Register map, names as in the netlist:
Other sequential cells in the stronger grey, the rest of the logic in the fainter grey.
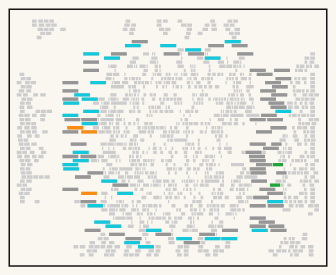
I/O pins on the die edge:
Pins as bars across the die edge, other pins in grey.
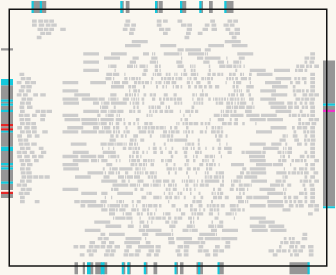
Track usage over the die:
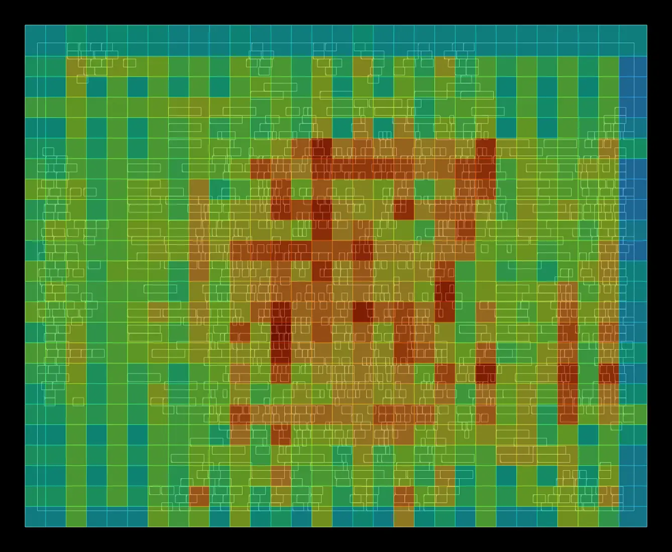
Met3 routing:
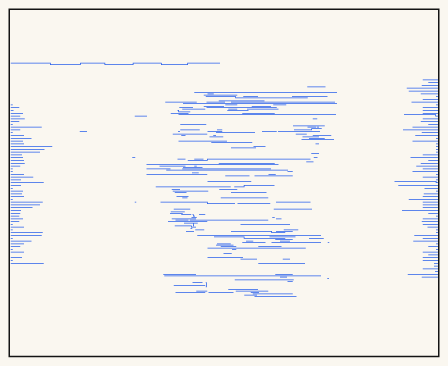
$ cat config.mk
export PLATFORM = sky130hd
export DESIGN_NAME = alu_arbiter_flat
export DESIGN_NICKNAME = d
export VERILOG_FILES = /design/src/rtl/alu_arbiter_if.sv /design/src/rtl/alu_arbiter.sv /design/src/flat_wrapper.sv
export SDC_FILE = /design/constraint.sdc
export NUM_CORES = 1
export LEC_CHECK = 0
export CORE_ASPECT_RATIO = 0.8
export CORE_MARGIN = 4
export CORE_UTILIZATION = 30
export CTS_CLUSTER_DIAMETER = 50
export CTS_CLUSTER_SIZE = 14
export DETAILED_ROUTE_END_ITERATION = 10
export PLACE_DENSITY = 0.61
export SYNTH_ARGS = -nofsm -noshare
export SYNTH_HDL_FRONTEND = slang
export SYNTH_SLANG_ARGS = --single-unit
$ cat constraint.sdc
create_clock -name clk -period 16 [get_ports clk]
set_clock_uncertainty 0.05 [all_clocks]
set_input_delay 3.2 -clock clk [delete_from_list [all_inputs] [get_ports clk]]
set_output_delay 3.2 -clock clk [all_outputs]
set_load 0.02 [all_outputs]
$ cat src/rtl/alu_arbiter_if.sv
// Request/response channels between the two ALU clients and alu_arbiter.
// The arbiter uses the slave modport; each client side uses master.
interface alu_arbiter_if #(
    parameter int CONTROL_BITS = 3,
    parameter int DATA_WIDTH   = 32
);
    logic                    req_valid_0;
    logic                    req_valid_1;
    logic                    req_ready_0;
    logic                    req_ready_1;
    logic [CONTROL_BITS-1:0] req_op_0;
    logic [CONTROL_BITS-1:0] req_op_1;
    logic [DATA_WIDTH-1:0]   req_a_0;
    logic [DATA_WIDTH-1:0]   req_a_1;
    logic [DATA_WIDTH-1:0]   req_b_0;
    logic [DATA_WIDTH-1:0]   req_b_1;
    logic                    rsp_valid_0;
    logic                    rsp_valid_1;
    logic                    rsp_ready_0;
    logic                    rsp_ready_1;
    logic [DATA_WIDTH-1:0]   rsp_result_0;
    logic [DATA_WIDTH-1:0]   rsp_result_1;
    logic                    rsp_zero_0;
    logic                    rsp_zero_1;

    modport master (
        output req_valid_0, req_valid_1, req_op_0, req_op_1,
               req_a_0, req_a_1, req_b_0, req_b_1,
               rsp_ready_0, rsp_ready_1,
        input  req_ready_0, req_ready_1, rsp_valid_0, rsp_valid_1,
               rsp_result_0, rsp_result_1, rsp_zero_0, rsp_zero_1
    );

    modport slave (
        input  req_valid_0, req_valid_1, req_op_0, req_op_1,
               req_a_0, req_a_1, req_b_0, req_b_1,
               rsp_ready_0, rsp_ready_1,
        output req_ready_0, req_ready_1, rsp_valid_0, rsp_valid_1,
               rsp_result_0, rsp_result_1, rsp_zero_0, rsp_zero_1
    );
endinterface

$ cat src/rtl/alu_arbiter.sv
// Round-robin arbiter for two clients sharing one integer ALU: accept, execute
// from latched operands, then hold the result until the winner consumes it.
module alu_arbiter #(
    parameter int CONTROL_BITS = 3,
    parameter int DATA_WIDTH   = 32
) (
    input  logic         clk,
    input  logic         reset,
    alu_arbiter_if.slave bus,
    output logic         busy
);
    localparam logic [CONTROL_BITS-1:0] OP_ADD = CONTROL_BITS'(0);
    localparam logic [CONTROL_BITS-1:0] OP_SUB = CONTROL_BITS'(1);
    localparam logic [CONTROL_BITS-1:0] OP_AND = CONTROL_BITS'(2);
    localparam logic [CONTROL_BITS-1:0] OP_OR  = CONTROL_BITS'(3);
    localparam logic [CONTROL_BITS-1:0] OP_SLT = CONTROL_BITS'(5);

    typedef enum logic [1:0] {IDLE, EXEC, RESP} state_t;

    state_t                  state, state_next;
    logic                    grant_id;
    logic                    ptr;
    logic                    win;
    logic                    accept;
    logic                    done;

    logic [CONTROL_BITS-1:0] op_p0;
    logic [DATA_WIDTH-1:0]   a_p0;
    logic [DATA_WIDTH-1:0]   b_p0;
    logic [DATA_WIDTH-1:0]   result_p1;
    logic                    zero_p1;

    logic                    req_ready_0, req_ready_1;
    logic                    rsp_valid_0, rsp_valid_1;
    logic [DATA_WIDTH-1:0]   rsp_result_0, rsp_result_1;
    logic                    rsp_zero_0, rsp_zero_1;

    // Unknown codes fall to zero so the zero flag reads 1 for them.
    function automatic logic [DATA_WIDTH-1:0] alu_eval(
        input logic [CONTROL_BITS-1:0] op,
        input logic [DATA_WIDTH-1:0]   a,
        input logic [DATA_WIDTH-1:0]   b
    );
        logic [DATA_WIDTH-1:0] r;
        case (op)
            OP_ADD:  r = a + b;
            OP_SUB:  r = a - b;
            OP_AND:  r = a & b;
            OP_OR:   r = a | b;
            OP_SLT:  r = {{(DATA_WIDTH-1){1'b0}}, (a < b)};
            default: r = '0;
        endcase
        return r;
    endfunction

    always_ff @(posedge clk) begin
        if (reset) state <= IDLE;
        else       state <= state_next;
    end

    always_comb begin
        state_next  = state;
        win         = ptr;
        accept      = 1'b0;
        done        = 1'b0;
        req_ready_0 = 1'b0;
        req_ready_1 = 1'b0;
        case (state)
            IDLE: begin
                if (bus.req_valid_0 || bus.req_valid_1) begin
                    win        = (bus.req_valid_0 && bus.req_valid_1) ? ptr : bus.req_valid_1;
                    accept     = 1'b1;
                    state_next = EXEC;
                    if (win) req_ready_1 = 1'b1;
                    else     req_ready_0 = 1'b1;
                end
            end
            EXEC: state_next = RESP;
            RESP: begin
                if (grant_id ? bus.rsp_ready_1 : bus.rsp_ready_0) begin
                    done       = 1'b1;
                    state_next = IDLE;
                end
            end
            default: state_next = IDLE;
        endcase
        if (reset) begin
            accept      = 1'b0;
            done        = 1'b0;
            req_ready_0 = 1'b0;
            req_ready_1 = 1'b0;
        end
    end

    always_ff @(posedge clk) begin
        if (reset) begin
            ptr      <= 1'b0;
            grant_id <= 1'b0;
        end else begin
            if (accept) grant_id <= win;
            if (done)   ptr      <= ~grant_id;
        end
    end

    // Stage p0: operands of the accepted request
    always_ff @(posedge clk) begin
        if (accept) begin
            op_p0 <= win ? bus.req_op_1 : bus.req_op_0;
            a_p0  <= win ? bus.req_a_1  : bus.req_a_0;
            b_p0  <= win ? bus.req_b_1  : bus.req_b_0;
        end
    end

    // Stage p1: ALU result held for the whole response phase
    always_ff @(posedge clk) begin
        if (state == EXEC) begin
            result_p1 <= alu_eval(op_p0, a_p0, b_p0);
            zero_p1   <= (alu_eval(op_p0, a_p0, b_p0) == '0);
        end
    end

    always_comb begin
        rsp_valid_0  = 1'b0;
        rsp_valid_1  = 1'b0;
        rsp_result_0 = '0;
        rsp_result_1 = '0;
        rsp_zero_0   = 1'b0;
        rsp_zero_1   = 1'b0;
        if (state == RESP && !reset) begin
            if (grant_id) begin
                rsp_valid_1  = 1'b1;
                rsp_result_1 = result_p1;
                rsp_zero_1   = zero_p1;
            end else begin
                rsp_valid_0  = 1'b1;
                rsp_result_0 = result_p1;
                rsp_zero_0   = zero_p1;
            end
        end
    end

    assign bus.req_ready_0  = req_ready_0;
    assign bus.req_ready_1  = req_ready_1;
    assign bus.rsp_valid_0  = rsp_valid_0;
    assign bus.rsp_valid_1  = rsp_valid_1;
    assign bus.rsp_result_0 = rsp_result_0;
    assign bus.rsp_result_1 = rsp_result_1;
    assign bus.rsp_zero_0   = rsp_zero_0;
    assign bus.rsp_zero_1   = rsp_zero_1;
    assign busy             = (state != IDLE) && !reset;
endmodule

$ cat src/flat_wrapper.sv
// flat-port wrapper written by rule: the top's interface ports become plain ports
module alu_arbiter_flat 
#(
    parameter int CONTROL_BITS = 3,
    parameter int DATA_WIDTH   = 32
)
  (clk, reset, busy, bus_req_valid_0, bus_req_valid_1, bus_req_op_0, bus_req_op_1, bus_req_a_0, bus_req_a_1, bus_req_b_0, bus_req_b_1, bus_rsp_ready_0, bus_rsp_ready_1, bus_req_ready_0, bus_req_ready_1, bus_rsp_valid_0, bus_rsp_valid_1, bus_rsp_result_0, bus_rsp_result_1, bus_rsp_zero_0, bus_rsp_zero_1);
  alu_arbiter_if #(.CONTROL_BITS(CONTROL_BITS), .DATA_WIDTH(DATA_WIDTH)) bus_i ();
  input  logic clk;
  input  logic reset;
  output logic busy;
  input wire logic [$bits(bus_i.req_valid_0)-1:0] bus_req_valid_0;
  input wire logic [$bits(bus_i.req_valid_1)-1:0] bus_req_valid_1;
  input wire logic [$bits(bus_i.req_op_0)-1:0] bus_req_op_0;
  input wire logic [$bits(bus_i.req_op_1)-1:0] bus_req_op_1;
  input wire logic [$bits(bus_i.req_a_0)-1:0] bus_req_a_0;
  input wire logic [$bits(bus_i.req_a_1)-1:0] bus_req_a_1;
  input wire logic [$bits(bus_i.req_b_0)-1:0] bus_req_b_0;
  input wire logic [$bits(bus_i.req_b_1)-1:0] bus_req_b_1;
  input wire logic [$bits(bus_i.rsp_ready_0)-1:0] bus_rsp_ready_0;
  input wire logic [$bits(bus_i.rsp_ready_1)-1:0] bus_rsp_ready_1;
  output wire logic [$bits(bus_i.req_ready_0)-1:0] bus_req_ready_0;
  output wire logic [$bits(bus_i.req_ready_1)-1:0] bus_req_ready_1;
  output wire logic [$bits(bus_i.rsp_valid_0)-1:0] bus_rsp_valid_0;
  output wire logic [$bits(bus_i.rsp_valid_1)-1:0] bus_rsp_valid_1;
  output wire logic [$bits(bus_i.rsp_result_0)-1:0] bus_rsp_result_0;
  output wire logic [$bits(bus_i.rsp_result_1)-1:0] bus_rsp_result_1;
  output wire logic [$bits(bus_i.rsp_zero_0)-1:0] bus_rsp_zero_0;
  output wire logic [$bits(bus_i.rsp_zero_1)-1:0] bus_rsp_zero_1;
  assign bus_i.req_valid_0 = bus_req_valid_0;
  assign bus_i.req_valid_1 = bus_req_valid_1;
  assign bus_i.req_op_0 = bus_req_op_0;
  assign bus_i.req_op_1 = bus_req_op_1;
  assign bus_i.req_a_0 = bus_req_a_0;
  assign bus_i.req_a_1 = bus_req_a_1;
  assign bus_i.req_b_0 = bus_req_b_0;
  assign bus_i.req_b_1 = bus_req_b_1;
  assign bus_i.rsp_ready_0 = bus_rsp_ready_0;
  assign bus_i.rsp_ready_1 = bus_rsp_ready_1;
  assign bus_req_ready_0 = bus_i.req_ready_0;
  assign bus_req_ready_1 = bus_i.req_ready_1;
  assign bus_rsp_valid_0 = bus_i.rsp_valid_0;
  assign bus_rsp_valid_1 = bus_i.rsp_valid_1;
  assign bus_rsp_result_0 = bus_i.rsp_result_0;
  assign bus_rsp_result_1 = bus_i.rsp_result_1;
  assign bus_rsp_zero_0 = bus_i.rsp_zero_0;
  assign bus_rsp_zero_1 = bus_i.rsp_zero_1;
  alu_arbiter #(.CONTROL_BITS(CONTROL_BITS), .DATA_WIDTH(DATA_WIDTH)) u_core (.clk(clk), .reset(reset), .bus(bus_i), .busy(busy));
endmodule
==> run notes <==
Notes on the flow outputs.

- The post-route DRC violation count reads 0.
- The area fraction in xor and xnor cells is 0.0153.
- The CTS tree reads yes.
- The area-dominant cell class after layout reads logic gates.
- In the per-layer summary, the met1 wirelength comes to 15500 um.
- For this run, the register share of the synthesized area comes to 0.316.
- After synthesis, the share of cell area in mux cells is 0.0867.
- The amount of wire on met2 after detailed routing reads 12100 um.
- The warning count from the yosys run is 0.
- STA classifies the critical path startpoint as an input port.
- The run finished with clean final reports.
- Among all stages on the critical path, the largest delay is contributed by sky130_fd_sc_hd__buf_4.
- The first global-routing pass estimated 47800 um of wire.
- The overall routing resource usage is 0.169.
- The clock-pin transition on the worst setup and hold timing paths reads 0.07 ns.
- The beginning of the critical path reads reset.
- The total setup buffers inserted after CTS is 0.
- The endpoint of the worst hold-timing path reads u_core.state[0]$_SDFFE_PP0P_.
- The report puts the cell count of the worst reg-to-reg path at 13.
- The largest registers in the layout are u_core.a_p0: 32 flops, u_core.b_p0: 32 flops, u_core.result_p1: 32 flops.
- The share of total power in sequential cells is 0.361.
- In the finished design the tool counted flip-flops and latches totalling 104.
- The class of the worst hold path is reg -> reg.
- In the Yosys report the total cell count is 1066.
- The final timing report lists a hold violation count of 0.
- The leakage dissipation reads 4.83 nW.
- The buffer depth of the longest clock path reads 2.
- The most common cell type on the critical path reads sky130_fd_sc_hd__clkdlybuf4s50_1.
- The number of clock buffer instances in the layout is 10.
- On met2, the global router reports a usage of 0.237.
- The floorplan step records an initial core utilization of 0.307.
- The worst setup path is captured at an output pin.
- Row generation in the floorplan step produced 58 rows.
- The post-detailed-route count of antenna-violating nets reads 0.
- The peak ir drop on the vdd network is 54.2 uV.
- According to the Yosys statistics, the synthesized design has a chip area of 9740 um2.
- The count of different cell masters after synthesis reads 89.
- Following the worst setup path forward leads to its endpoint at bus_req_ready_0.
- The achievable clock frequency is 113 MHz.
- The script logs the mean routed wire length per placed instance as 18.6 um.
- The routed design could run at a clock period as short as 8.83 ns.
- The kind of critical path is in -> out.
- The share of cells above drive strength 1 is 0.104.
- The switching component of the power was reported as 354 uW.
-- 'register map, names as in the netlist' (at the start) --
[`u_core.op_p0`] orange | placed flops: 3
[`u_core.state`] green | placed flops: 2
[`u_core.a_p0`] cyan | placed flops: 32
power consumed by sequential cells: 353 uW
flop share of the area: 0.247
register area: 3080 um2
Final Core Density: 0.393

-- 'I/O pins on the die edge' (at the start) --
[`bus_req_op_0`] red | pins: 3 | direction: input | edge: west
[`bus_rsp_zero_1`] magenta | pins: 1 | direction: output | edge: east
[`bus_req_a_0`] cyan | pins: 32 | direction: input | edge: 12 west, 11 south, 7 north, 2 east
all pins by edge: 72 east, 58 west, 49 south, 32 north
die extent in y: 169 um
Die Wd: 209 um
number of port buffers: 210

-- 'track usage over the die' (at the start) --
met1 routing resource usage after global routing: 0.260
Global Route met3 Usage: 0.0484

-- 'met3 routing' (at the start) --
share of all routed wire: 10%
longest straight run: 76.8 um
main direction: horizontal
nets with wire on the layer: 246
total via count after detailed routing: 8810
total wirelength of the detailed-routed design: 31000 um

-- worst reg2reg max path, delay by kind of cell, from the launching register on --
family,cells,cell delay [ns]
compound gates,4,1.00
xor+xnor,1,0.16
fa+ha+maj,2,0.66
flops,1,0.42
simple gates,6,1.75
-- synthesized netlist by cell type, types with 5 or more instances --
master / instances / share of area
sky130_fd_sc_hd__edfxtp_1: 100 / 0.31
sky130_fd_sc_hd__ha_1: 99 / 0.13
sky130_fd_sc_hd__inv_1: 88 / 0.034
sky130_fd_sc_hd__a21oi_1: 74 / 0.038
sky130_fd_sc_hd__nor2_1: 71 / 0.027
sky130_fd_sc_hd__and2_1: 68 / 0.044
sky130_fd_sc_hd__mux2_2: 67 / 0.077
sky130_fd_sc_hd__nand2_1: 61 / 0.023
sky130_fd_sc_hd__o21ai_0: 50 / 0.026
sky130_fd_sc_hd__clkbuf_1: 35 / 0.013
sky130_fd_sc_hd__nor3_1: 23 / 0.012
sky130_fd_sc_hd__nand3_1: 19 / 0.0098
sky130_fd_sc_hd__nor4_1: 16 / 0.010
sky130_fd_sc_hd__a211oi_1: 14 / 0.011
sky130_fd_sc_hd__a21o_1: 14 / 0.011
sky130_fd_sc_hd__xnor2_1: 13 / 0.012
sky130_fd_sc_hd__o211ai_1: 12 / 0.0092
sky130_fd_sc_hd__a31oi_1: 11 / 0.0071
sky130_fd_sc_hd__nor2b_1: 11 / 0.0071
sky130_fd_sc_hd__o221ai_1: 11 / 0.0099
sky130_fd_sc_hd__o31ai_1: 10 / 0.0077
sky130_fd_sc_hd__mux2i_1: 9 / 0.0092
sky130_fd_sc_hd__nand4_1: 8 / 0.0051
sky130_fd_sc_hd__a2111oi_0: 7 / 0.0063
sky130_fd_sc_hd__nand2b_1: 7 / 0.0045
sky130_fd_sc_hd__o21ai_1: 7 / 0.0036
sky130_fd_sc_hd__o22ai_1: 7 / 0.0045
sky130_fd_sc_hd__or3_1: 7 / 0.0045
sky130_fd_sc_hd__a211o_1: 6 / 0.0054
sky130_fd_sc_hd__buf_6: 6 / 0.0069
sky130_fd_sc_hd__o21a_1: 6 / 0.0046
sky130_fd_sc_hd__a41oi_1: 5 / 0.0045
sky130_fd_sc_hd__buf_2: 5 / 0.0026
sky130_fd_sc_hd__buf_4: 5 / 0.0039
sky130_fd_sc_hd__nor3b_1: 5 / 0.0039
sky130_fd_sc_hd__o211a_1: 5 / 0.0051
sky130_fd_sc_hd__o21bai_1: 5 / 0.0039
-- power groups by stage --
stage | sequential (mW) | clock (mW) | combinational [mW]
6_report | 0.353 | 0.230 | 0.393
5_1_grt | 0.357 | 0.249 | 0.430
4_1_cts | 0.354 | 0.239 | 0.388
3_5_place_dp | 0.360 | 0 | 0.386
3_3_place_gp | 0.359 | 0 | 0.384
2_1_floorplan | 0.354 | 0 | 0.264
-- through the flow --
stage / hold WS (ns) / setup WS (ns) / std cells
after floorplan: 0.426 / 2.26 / 1066
after global placement: 0.496 / 7.08 / 1650
after detailed placement: 0.516 / 7.05 / 1650
after CTS: 0.524 / 7.05 / 1666
after global routing: 0.562 / 6.88 / 1666
final: 0.537 / 7.17 / 1666
Power figures rest on the tool's default switching activity, not on a simulated workload.
